[config.mk]
export PLATFORM = sky130hd
export DESIGN_NAME = simon_game_ctrl_flat
export DESIGN_NICKNAME = d
export VERILOG_FILES = /design/src/rtl/simon_pkg.sv /design/src/rtl/simon_game_ctrl_if.sv /design/src/rtl/simon_timeout_ctr.sv /design/src/rtl/simon_game_ctrl.sv /design/src/flat_wrapper.sv
export SDC_FILE = /design/constraint.sdc
export NUM_CORES = 1
export LEC_CHECK = 0
export ABC_AREA = 1
export CAP_MARGIN = 20
export CORE_ASPECT_RATIO = 0.7
export CORE_UTILIZATION = 25
export DETAILED_ROUTE_END_ITERATION = 8
export SLEW_MARGIN = 20
export SYNTH_ARGS = -nofsm -noshare
export SYNTH_HDL_FRONTEND = slang
export SYNTH_SLANG_ARGS = --single-unit
[constraint.sdc]
create_clock -name clk_tick -period 1.8 [get_ports clk_tick]
set_input_delay 0.36 -clock clk_tick [delete_from_list [all_inputs] [get_ports clk_tick]]
set_output_delay 0.36 -clock clk_tick [all_outputs]
set_load 0.02 [all_outputs]
[src/rtl/simon_pkg.sv]
// Shared types and helpers for the Simon game controller.
// The optional WAIT-state input timeout is enabled by defining SIMON_TIMEOUT_EN.
package simon_pkg;

    // Widest channel count the controller supports; onehot() is sized to it.
    localparam int MAX_CH = 8;

    typedef enum logic [2:0] {
        IDLE  = 3'd0,
        SHOW  = 3'd1,
        GAP   = 3'd2,
        WAIT  = 3'd3,
        CHECK = 3'd4,
        ERROR = 3'd5,
        WIN   = 3'd6
    } state_t;

    // One-hot decode of a channel index; callers keep the low NUM_CH bits.
    function automatic logic [MAX_CH-1:0] onehot(input logic [2:0] idx);
        logic [MAX_CH-1:0] mask;
        mask      = '0;
        mask[idx] = 1'b1;
        return mask;
    endfunction

endpackage

[src/rtl/simon_game_ctrl_if.sv]
// Player/memory-facing signal bundle of the Simon game controller.
// master: the controller; slave: the surrounding board (memory, buttons, LEDs).
interface simon_game_ctrl_if #(
    parameter int NUM_CH  = 4,
    parameter int MAX_LEN = 16
);
    localparam int CW = $clog2(NUM_CH);
    localparam int AW = $clog2(MAX_LEN);
    localparam int SW = $clog2(MAX_LEN + 1);

    logic              start_play;
    logic [CW-1:0]     seq_val;
    logic              btn_valid;
    logic [CW-1:0]     btn_val;
    logic [AW-1:0]     rd_addr;
    logic [NUM_CH-1:0] led;
    logic              error_led;
    logic              win_led;
    logic [SW-1:0]     score;

    modport master (
        input  start_play, seq_val, btn_valid, btn_val,
        output rd_addr, led, error_led, win_led, score
    );

    modport slave (
        output start_play, seq_val, btn_valid, btn_val,
        input  rd_addr, led, error_led, win_led, score
    );

endinterface

[src/rtl/simon_timeout_ctr.sv]
// Tick counter that flags when the player has been idle for TIMEOUT_TICKS
// ticks in WAIT. Only instantiated when SIMON_TIMEOUT_EN is defined.
module simon_timeout_ctr #(
    parameter int TIMEOUT_TICKS = 8
) (
    input  logic clk_tick,
    input  logic reset,
    input  logic clear,
    input  logic enable,
    output logic expired
);

    logic [7:0] count;

    assign expired = (count == 8'(TIMEOUT_TICKS - 1));

    // Count idle ticks; hold at the terminal value so it never wraps.
    // NOTE: state registers use <= so every flop samples pre-edge values.
    always_ff @(posedge clk_tick) begin
        if (reset || clear) begin
            count <= '0;
        end else if (enable && !expired) begin
            count <= count + 8'd1;
        end
    end

endmodule

[src/rtl/simon_game_ctrl.sv]
// Simon game controller: plays back a growing sequence from an external
// memory, then checks the player's presses against it round by round.
// Define SIMON_TIMEOUT_EN to send an idle player in WAIT to ERROR.
module simon_game_ctrl
    import simon_pkg::*;
#(
    parameter int NUM_CH        = 4,
    parameter int MAX_LEN       = 16,
    parameter int TIMEOUT_TICKS = 8
) (
    input logic               clk_tick,
    input logic               reset,
    simon_game_ctrl_if.master bus
);

    localparam int CW = $clog2(NUM_CH);
    localparam int AW = $clog2(MAX_LEN);
    localparam int SW = $clog2(MAX_LEN + 1);

    // Reject illegal configurations at elaboration time.
    if (!(NUM_CH == 2 || NUM_CH == 4 || NUM_CH == 8)) begin : g_bad_num_ch
        $error("simon_game_ctrl: NUM_CH must be 2, 4 or 8");
    end
    if (MAX_LEN < 2 || MAX_LEN > 256) begin : g_bad_max_len
        $error("simon_game_ctrl: MAX_LEN must be in 2..256");
    end
    if (TIMEOUT_TICKS < 2 || TIMEOUT_TICKS > 255) begin : g_bad_timeout
        $error("simon_game_ctrl: TIMEOUT_TICKS must be in 2..255");
    end

    state_t        state, state_d;
    logic [SW-1:0] round_cnt, round_d;
    logic [SW-1:0] score_q, score_d;
    logic [AW-1:0] play_idx, play_d;
    logic [AW-1:0] input_idx, input_d;
    logic [AW-1:0] rd_addr_q, rd_addr_d;
    logic [CW-1:0] btn_lat, btn_lat_d;

`ifdef SIMON_TIMEOUT_EN
    logic timer_clear;
    logic timer_expired;

    // Every entry into WAIT comes from GAP or CHECK, so clearing outside WAIT
    // restarts the idle count from zero on each new expected press.
    assign timer_clear = (state != WAIT);

    simon_timeout_ctr #(
        .TIMEOUT_TICKS (TIMEOUT_TICKS)
    ) u_timeout (
        .clk_tick (clk_tick),
        .reset    (reset),
        .clear    (timer_clear),
        .enable   (state == WAIT && !bus.btn_valid),
        .expired  (timer_expired)
    );
`endif

    // Next-state and next-counter logic for the game sequencer.
    // NOTE: every variable gets a default first so no latch is inferred.
    always_comb begin
        state_d   = state;
        round_d   = round_cnt;
        score_d   = score_q;
        play_d    = play_idx;
        input_d   = input_idx;
        rd_addr_d = rd_addr_q;
        btn_lat_d = btn_lat;

        case (state)
            IDLE: begin
                if (bus.start_play) begin
                    round_d   = SW'(1);
                    play_d    = '0;
                    rd_addr_d = '0;
                    score_d   = '0;
                    state_d   = SHOW;
                end
            end

            SHOW: state_d = GAP;

            GAP: begin
                if (SW'(play_idx) + SW'(1) == round_cnt) begin
                    input_d   = '0;
                    rd_addr_d = '0;
                    state_d   = WAIT;
                end else begin
                    play_d    = play_idx + AW'(1);
                    rd_addr_d = play_idx + AW'(1);
                    state_d   = SHOW;
                end
            end

            WAIT: begin
                if (bus.btn_valid) begin
                    btn_lat_d = bus.btn_val;
                    state_d   = CHECK;
                end
`ifdef SIMON_TIMEOUT_EN
                else if (timer_expired) begin
                    state_d = ERROR;
                end
`endif
            end

            CHECK: begin
                if (btn_lat != bus.seq_val) begin
                    state_d = ERROR;
                end else if (SW'(input_idx) + SW'(1) == round_cnt) begin
                    score_d = round_cnt;
                    if (round_cnt == SW'(MAX_LEN)) begin
                        state_d = WIN;
                    end else begin
                        round_d   = round_cnt + SW'(1);
                        play_d    = '0;
                        rd_addr_d = '0;
                        state_d   = SHOW;
                    end
                end else begin
                    input_d   = input_idx + AW'(1);
                    rd_addr_d = input_idx + AW'(1);
                    state_d   = WAIT;
                end
            end

            ERROR: begin
                if (bus.btn_valid) begin
                    round_d   = SW'(1);
                    play_d    = '0;
                    rd_addr_d = '0;
                    score_d   = '0;
                    state_d   = SHOW;
                end
            end

            WIN: begin
                if (bus.btn_valid) begin
                    state_d = IDLE;
                end
            end

            default: state_d = IDLE;
        endcase
    end

    // State and counter registers; reset discards all game progress.
    always_ff @(posedge clk_tick) begin
        if (reset) begin
            state     <= IDLE;
            round_cnt <= '0;
            score_q   <= '0;
            play_idx  <= '0;
            input_idx <= '0;
            rd_addr_q <= '0;
            btn_lat   <= '0;
        end else begin
            state     <= state_d;
            round_cnt <= round_d;
            score_q   <= score_d;
            play_idx  <= play_d;
            input_idx <= input_d;
            rd_addr_q <= rd_addr_d;
            btn_lat   <= btn_lat_d;
        end
    end

    logic [MAX_CH-1:0] show_mask;
    logic [NUM_CH-1:0] led_d;

    assign show_mask = onehot(3'(bus.seq_val));

    // LED decode: current sequence entry while showing, all lit on a win.
    always_comb begin
        led_d = '0;
        case (state)
            SHOW:    led_d = show_mask[NUM_CH-1:0];
            WIN:     led_d = '1;
            default: led_d = '0;
        endcase
    end

    assign bus.led       = led_d;
    assign bus.error_led = (state == ERROR);
    assign bus.win_led   = (state == WIN);
    assign bus.rd_addr   = rd_addr_q;
    assign bus.score     = score_q;

endmodule

[src/flat_wrapper.sv]
// flat-port wrapper written by rule: the top's interface ports become plain ports
module simon_game_ctrl_flat import simon_pkg::*;
#(
    parameter int NUM_CH        = 4,
    parameter int MAX_LEN       = 16,
    parameter int TIMEOUT_TICKS = 8
)
  (clk_tick, reset, bus_start_play, bus_seq_val, bus_btn_valid, bus_btn_val, bus_rd_addr, bus_led, bus_error_led, bus_win_led, bus_score);
  simon_game_ctrl_if #(.NUM_CH(NUM_CH), .MAX_LEN(MAX_LEN)) bus_i ();
  input logic clk_tick;
  input logic reset;
  input wire logic [$bits(bus_i.start_play)-1:0] bus_start_play;
  input wire logic [$bits(bus_i.seq_val)-1:0] bus_seq_val;
  input wire logic [$bits(bus_i.btn_valid)-1:0] bus_btn_valid;
  input wire logic [$bits(bus_i.btn_val)-1:0] bus_btn_val;
  output wire logic [$bits(bus_i.rd_addr)-1:0] bus_rd_addr;
  output wire logic [$bits(bus_i.led)-1:0] bus_led;
  output wire logic [$bits(bus_i.error_led)-1:0] bus_error_led;
  output wire logic [$bits(bus_i.win_led)-1:0] bus_win_led;
  output wire logic [$bits(bus_i.score)-1:0] bus_score;
  assign bus_i.start_play = bus_start_play;
  assign bus_i.seq_val = bus_seq_val;
  assign bus_i.btn_valid = bus_btn_valid;
  assign bus_i.btn_val = bus_btn_val;
  assign bus_rd_addr = bus_i.rd_addr;
  assign bus_led = bus_i.led;
  assign bus_error_led = bus_i.error_led;
  assign bus_win_led = bus_i.win_led;
  assign bus_score = bus_i.score;
  simon_game_ctrl #(.NUM_CH(NUM_CH), .MAX_LEN(MAX_LEN), .TIMEOUT_TICKS(TIMEOUT_TICKS)) u_core (.clk_tick(clk_tick), .reset(reset), .bus(bus_i));
endmodule
==> results.py, run 1 <==
# Generated from Yosys and OpenROAD reports
metrics = {
    "sta": {
        "clock_skew_ns": 0.0113,
        "period_used_pct": 97.0,
        "tightest_slew_ns": 0.371,
        "setup_viol_count_final": 0,
        "fmax_mhz": 573,
        "min_period_ns": 1.75,
        "final_max_slew_viol_count": 0,
        "timing.slew.headroom_pct": 75.1,
        "rsz0062_at_grt": "yes",
        "fin_setup_tns_ns": 0,
        "finalHoldViolations": 0,
    },
    "global_routing": {
        "grt_max_degree": 17,
        "grt_pass1_vias": 1662,
        "grt_pass1_wl_um": 7840,
        "grt-ovfl-total": 0,
        "grt.total_usage_pct": 13.7,
        "antenna_found_initial": 0,
    },
    "job": {
        "cap_violations": 0,
        "tool_warnings": 28,
    },
    "floorplanning": {
        "fp_util_pct": 26.2,
        "die_w_um": 103,
        "die_height_um": 72.9,
        "io_pins": 23,
        "die_area_um2": 7520,
    },
    "cts": {
        "clk_pin_slew_ns": 0.11,
        "clock-sinks": 27,
        "cts_made_buffers": 3,
        "cts_tree": "yes",
        "hold_buffers": 0,
        "root_buffer": "clkbuf_8",
        "h-tree-depth": 1,
        "clk-insertion-delay-late_ns": 0.29,
        "clockBufferDepth": 2,
    },
    "synth": {
        "synth_cells": 276,
        "synth.distinct_cells": 32,
        "ys_seq_share_pct": 30.1,
        "ys_cells": 276,
        "syn_area_um2": 1790,
        "ys.flops": 27,
        "synth_area_per_cell_um2": 6.50,
        "syn_nets": 288,
        "yosysWarnings": 0,
        "ys_chip_area_um2": 1790,
    },
    "drt": {
        "drc": 0,
        "drtAntennaViolNets": 0,
        "vias": 1897,
        "drt_wl_total_um": 4810,
        "drt_iter0_markers": 104,
        "routed_wire_length_per_instance_um": 11.3,
        "vias_per_cell": 4.47,
        "drt_first_pass_iters": 4,
    },
    "cells_and_area": {
        "final_cell_mix": "nand2_1 (59), buf_4 (34), inv_1 (28)",
        "nets": 343,
        "stdcell_count": 424,
        "diodes": 0,
        "final_common_cell": "nand2_1",
        "drive_gt1_share_pct": 28.2,
        "syn_to_final_growth_pct": 39.7,
    },
    "setup_path": {
        "critPathBufInv": 0,
        "r2r_start": "u_core.input_idx[1]",
        "r2r_slack_ns": 0.05,
        "cp_top_family": "simple AND/OR/NAND/NOR gates",
        "cp_data_arrival_time_ns": 1.93,
        "slowest_delay_ns": 0.35,
        "cp_data_required_time_ns": 1.99,
        "cp_slowest_cell": "dfxtp_2",
        "crit_top_cell": "nand2_4",
        "r2r.worst_path.cells": 11,
        "r2r_end": "u_core.play_idx[3]",
        "critPathMaxFanout": 6,
        "crit_chain": "ha_4 -> xnor2_2 -> nand3_2 -> nor2_4 -> nand2_4 -> nand2_4 -> nand2_4 -> nor2_4 -> nand2_1 -> nand2_1 -> nor2_1",
        "end_kind": "register",
        "crit_path_start_kind": "register",
        "crit_type": "reg -> reg",
    },
    "outcome": {
        "status": "finished clean",
    },
    "placed_design": {
        "dpl.hpwl_um": 3660,
        "io_buffers": 22,
        "finalWeightedCongestion": 0.834,
        "place_inst": 417,
    },
    "worst_hold_path": {
        "hold_class": "reg -> reg",
        "hold_start": "u_core.bus.rd_addr[1]",
        "holdPathEnd": "u_core.bus.rd_addr[1]",
        "min_path_cells": 2,
    },
    "power": {
        "pwr_density_cell_nw_per_um2": 858,
        "p_leak_uw": 0.00105,
        "vdd_drop_max_mv": 0.330,
    },
}
## run 1: worst reg2reg max path: cells and delay by family (launching register included)
family / cells / cell delay [ns]
simple gates: 9 / 0.89
fa+ha+maj: 1 / 0.25
flops: 1 / 0.35
xor+xnor: 1 / 0.16
## run 1: how the worst max path moves through the flow
stage	to	start	slack, ns	cells after the start
floorplan	u_core.play_idx[0]	u_core.input_idx[0]	0.09	11
global placement	bus_led[1]	bus_seq_val[0]	-0.35	4
detailed placement	bus_led[1]	bus_seq_val[0]	-0.42	4
finish	u_core.play_idx[3]	u_core.input_idx[1]	0.05	11
CTS	u_core.round_cnt[2]	u_core.input_idx[0]	0.005	9
global route	u_core.play_idx[3]	u_core.input_idx[1]	-0.04	11
## run 1: through the flow
step                      total power (µW)  hold WS [ns]  area [µm²]  worst slack (ns)  utilization, %
after floorplan                       1340         0.429        1790            0.0950               -
after global placement                1680         0.458        2330            -0.353            34.0
after detailed placement              1690         0.455        2330            -0.416            34.0
after CTS                             2060         0.470        2360           0.00510            34.5
after global routing                  2310         0.488        2500           -0.0401            36.6
final                                 2150         0.464        2500            0.0546            36.6
## run 1: per-layer routing
layer,wire [µm],share of wire (%),vias up,GRT usage (%)
met1,2490,52,861,19.3
li1,-,-,1005,-
met3,127,2.6,3,2.68
met4,27,0.56,0,5.16
met5,0,0,-,0
met2,2160,45,28,20.4
## run 1: where the power goes
part / internal, µW / switching [µW] / leakage (µW) / total, µW
registers: 670 / 66.9 / 0.000222 / 737
logic: 456 / 584 / 0.000801 / 1040
clock network: 158 / 214 / 0.0000217 / 372
total: 1280 / 865 / 0.00105 / 2150
## run 1: cell usage after synthesis, drive strengths merged
cell    instances  area [µm²]
nand3          31         160
or2             1        6.26
dfxtp          27         541
inv            36         135
nor3            4        25.0
nand2          73         309
a21oi          25         140
nand4           7        43.8
ha              4        50.1
o31ai           4        30.0
nor4            1        6.26
nand3b          2        15.0
a21boi          1        7.51
buf             4        25.0
xnor2           4        35.0
clkbuf          3        13.8
xor2            3        26.3
o21ai          12        63.8
nor2           34         160
## run 1: repair_timing
item                                    CTS  global route
setup buffers                             0             3
pin swaps                                 2            13
endpoints found under the setup margin    7            27
resized                                  24            35
## run 1: flip-flops by register name (all words and copies together), names as in the netlist
| register | cells |
|---|---|
| u_core.bus.rd_addr | 4 |
| u_core.btn_lat | 2 |
| u_core.play_idx | 4 |
| u_core.bus.score | 5 |
| u_core.state | 3 |
| u_core.input_idx | 4 |
| u_core.round_cnt | 5 |
## run 1: area by class of cell
cell class / instances / area [µm²]
sequential: 27 / 547
clock buffer: 3 / 41.3
inverter: 36 / 135
clock inverter: 1 / 7.51
tap: 94 / 118
multi-input combinational: 206 / 1190
timing repair buffer: 57 / 469
fill: 712 / 4350
## run 1: cell families after synthesis
logic type	Yosys count	synth area share (%)
xor gates and xnor gates	7	3.42
adders and majority gates	4	2.79
AOI/OAI and AO/OA	42	13.5
DFF	27	30.1
and+or+nand+nor	153	40.5
buffers and inverters	43	9.70
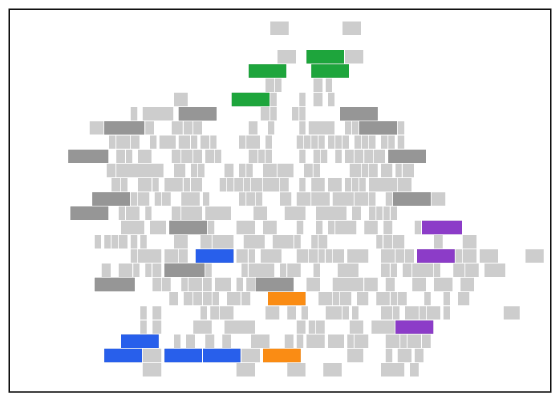
Figure 1: run 1, register map, names as in the netlist.
signal	colour	flops
`u_core.bus.score`	blue	5
`u_core.bus.rd_addr`	green	4
`u_core.btn_lat`	orange	2
`u_core.state`	purple	3
not coloured	13
P_seq: 737 µW
Seq/total area: 21.8%

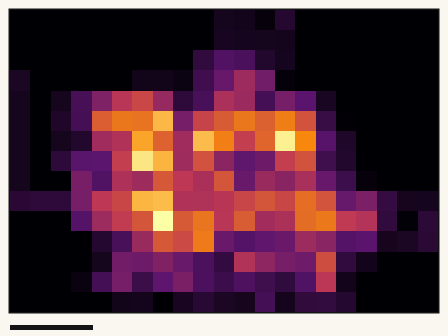
Figure 2: run 1, signal metal coverage by tile.
Bar = 20 µm. The die is cut into 21 by 15 equal tiles; black is low, pale yellow is high, scaled to the fullest tile. Values are wire area over tile area, all layers added.
mean over tiles	0.098
tiles over half the peak	16%
nearly empty tiles	39%
fullest tile	0.48

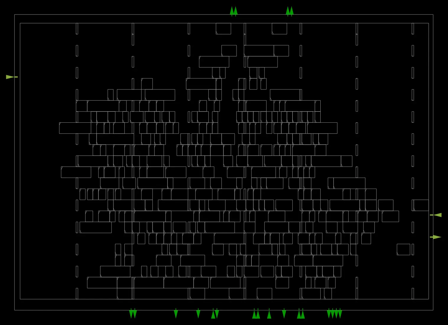
Figure 3: run 1, placement view.
Cell Rows: 25
core area: 6850 µm²
post-layout util: 36.6%
Flops: 27

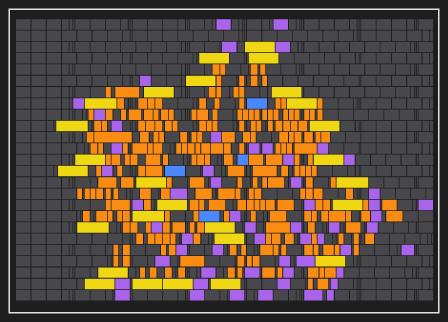
Figure 4: run 1, placement by cell class.
Fill, decap, tap and diode cells in grey.
class	colour	cells
remaining buffers and delay cells	purple	57
remaining logic cells	orange	242
clock drivers and dummy loads	blue	4
registers	yellow	27

--- run 2 (diff from run 1) ---
Settings changed: CAP_MARGIN 20 to not set, MAX_ROUTING_LAYER set to met4.
Clock period 1.8 ns to 1.9 ns, I/O delays scaled along.
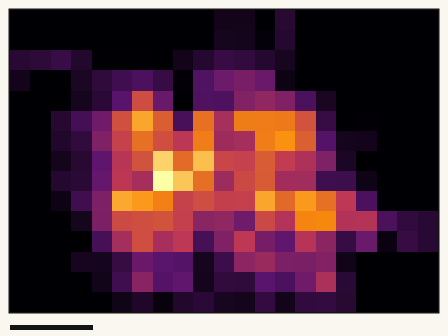
Figure 5: run 2, signal metal coverage by tile.
Bar = 20 µm. The die is cut into 21 by 15 equal tiles; black is low, pale yellow is high, scaled to the fullest tile. Values are wire area over tile area, all layers added.
fullest tile	0.50
mean over tiles	0.099
densest ninth of the die	middle
emptiest ninth of the die	top right

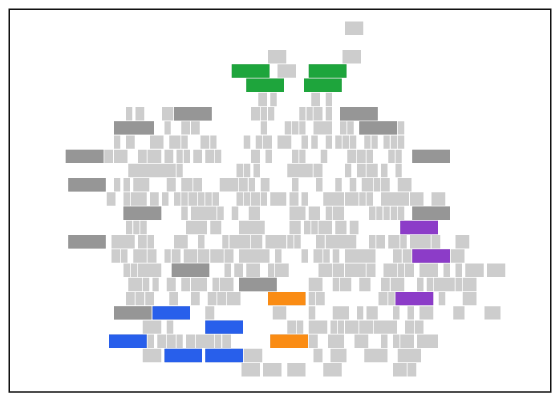
Figure 6: run 2, register map, names as in the netlist.
signal	colour	flops
`u_core.bus.rd_addr`	green	4
`u_core.state`	purple	3
`u_core.bus.score`	blue	5
`u_core.btn_lat`	orange	2
not coloured	13

==> run 2 against run 1 <==
Effect of this change:
- first-iteration DRC count decreased by 34%
- count of clock-buffer cells in the layout up 1
- synthesized cell count is the same
- register-to-register slack gained 0.07 ns
- sequential share of layout area rose by 0.89 points
- clock skew is 0.0081 ns lower
- non-clock buffer count fell by 8
- flip-flop count unchanged
- power down 8.5%
- area after synthesis unchanged
- via count shrank 2.4%
- core utilization is 1.8 points lower
- critical endpoint is now bus_led[3]
- largest power group unchanged
==> results.py, run 2 <==
# Generated from Yosys and OpenROAD reports
metrics = {
    "power": {
        "p_total_uw": 1970,
        "pwr-share-comb_pct": 47.5,
        "p_switching_uw": 787,
        "vdd_drop_max_mv": 0.306,
        "swShare_pct": 40.1,
        "p_int_uw": 1180,
        "p_leak_uw": 0.000984,
    },
    "floorplanning": {
        "die_height_um": 72.9,
        "die_w_um": 103,
        "core_um2": 6850,
        "rows": 25,
        "die_area_um2": 7520,
        "io_pins": 23,
        "fp_util_pct": 26.2,
    },
    "cells_and_area": {
        "drive_gt1_share_pct": 21.4,
        "final.fill_count": 746,
        "nets": 335,
        "layout.area.seq_um2": 542,
        "diodes": 0,
        "finish.instance_area_um2": 2380,
        "final_cell_mix": "nand2_1 (64), inv_1 (29), nand3_1 (28)",
        "logic_area_um2": 1130,
    },
    "job": {
        "tool_warnings": 27,
    },
    "setup_path": {
        "end_kind": "primary output",
        "cp_data_required_time_ns": 1.52,
        "crit_path_start_kind": "register",
        "r2r_slack_ns": 0.12,
        "cp_data_arrival_time_ns": 1.43,
        "r2r.worst_path.cells": 12,
        "critPathMaxFanout": 5,
    },
    "sta": {
        "clock_skew_ns": 0.00319,
        "setup_viol_count_final": 0,
        "final_max_slew_viol_count": 0,
        "period_used_pct": 95.5,
        "timing.slew.headroom_pct": 74.2,
        "hold_slack_ns": 0.471,
        "fmax_mhz": 551,
        "min_period_ns": 1.81,
        "finalHoldViolations": 0,
        "tightest_slew_ns": 0.383,
        "fin_setup_tns_ns": 0,
    },
    "synth": {
        "yosysWarnings": 0,
        "synth_dominant_cell_count": "nand2_1",
        "ys_cells": 276,
        "common_cells": "nand2_1 (65), nand3_1 (30), inv_1 (29), dfxtp_1 (27), nor2_1 (27)",
        "top_area_share_pct": 30.1,
        "ys.flops": 27,
        "syn_nets": 288,
        "synth.distinct_cells": 32,
        "enable_flop_cells": 0,
        "synth_top_flop_cell": "dfxtp_1",
        "ys_seq_share_pct": 30.1,
        "synthArstFlopShare_pct": 0,
        "ys_chip_area_um2": 1790,
        "syn_area_um2": 1790,
        "synth_area_per_cell_um2": 6.50,
        "synth_cells": 276,
        "topCellsByArea": "dfxtp_1 (30%), nand2_1 (14%), nand3_1 (8.4%)",
    },
    "placed_design": {
        "io_buffers": 22,
        "finalWeightedCongestion": 0.876,
        "dpl.hpwl_um": 3670,
        "dpl_cell_area_um2": 2270,
    },
    "cts": {
        "clk_pin_slew_ns": 0.10,
        "h-tree-depth": 1,
        "cts_made_buffers": 3,
        "clk-insertion-delay-late_ns": 0.27,
        "clockBufferDepth": 2,
        "cts_tree": "yes",
        "hold_buffers": 0,
        "clock-sinks": 27,
    },
    "drt": {
        "vias_per_cell": 4.45,
        "drc": 0,
        "routed_wire_length_per_instance_um": 11.5,
        "drt_iter0_markers": 69,
        "vias": 1851,
        "drt_first_pass_iters": 4,
        "drt_wl_total_um": 4800,
    },
    "worst_hold_path": {
        "hold_class": "reg -> reg",
        "min_path_cells": 2,
    },
    "global_routing": {
        "antenna_found_initial": 0,
        "grt-ovfl-total": 0,
        "grt_max_degree": 15,
        "grt_pass1_vias": 1657,
        "grt.total_usage_pct": 13.9,
        "grt_pass1_wl_um": 7890,
    },
    "outcome": {
        "status": "finished clean",
    },
}
==> run 2: cell counts after synthesis <==
No cell type changed its count.
==> run 2: stage by stage <==
stage	setup slack (ns)	util, %	instances
finish	0.0855	34.8	416
global route	-0.0185	34.8	416
CTS	0.00251	33.8	413
detailed placement	-0.339	33.2	409
global placement	-0.293	33.2	409
floorplan	0.195	-	276
==> run 2: logic make-up after synthesis <==
group | count (synthesis) | synth area share, %
AOI/OAI and AO/OA | 42 | 13.5
adders and majority gates | 4 | 2.79
xor gates and xnor gates | 7 | 3.42
buffers and inverters | 43 | 9.70
and+or+nand+nor | 153 | 40.5
DFF | 27 | 30.1
==> run 2: path summary, 6_finish.rpt <==
check,start,endpoint
worst min-delay path,u_core.bus.rd_addr[1],u_core.bus.rd_addr[1]
worst max-delay path,u_core.state[0],bus_led[3]
worst max register to register,u_core.play_idx[0],u_core.input_idx[0]
worst min register to register,u_core.bus.rd_addr[1],u_core.bus.rd_addr[1]
==> run 2: cell type report <==
cell class	count	area share, %
repair buffers	49	17.3
well taps	94	4.93
clock buffers	4	1.89
multi-input cells	206	47.5
flip-flops and latches	27	22.7
inverters	36	5.67
==> run 2: critical path, cell delays in order (launching register included) <==
cell and delay, ns:
dfxtp_1 0.35, inv_2 0.05, nor2_1 0.15, nand2_2 0.12
o31ai_1 0.20, clkdlybuf4s15_2 0.29
==> run 2: repair_timing <==
action / 4_1_cts / 5_1_grt
resized: 13 / 20
buffers inserted: 0 / 3
pin swaps: 0 / 6
setup endpoints to repair: 6 / 24
==> run 2: power groups by stage <==
stage | sequential (µW) | clock [µW] | combinational, µW
after global placement | 704 | 0 | 851
after floorplan | 726 | 0 | 545
after CTS | 693 | 351 | 857
after detailed placement | 706 | 0 | 858
final | 695 | 336 | 934
after global routing | 707 | 371 | 1030
==> run 2: per-layer routing <==
| metal | track usage [%] | routed length, µm | up-vias |
|---|---|---|---|
| li1 | - | - | 987 |
| met4 | 2.82 | 25 | 0 |
| met2 | 20.7 | 2120 | 31 |
| met1 | 19.8 | 2460 | 831 |
| met3 | 2.30 | 192 | 2 |
| met5 | - | 0 | - |
No activity file was given, so power comes from the tool's default toggle rates.
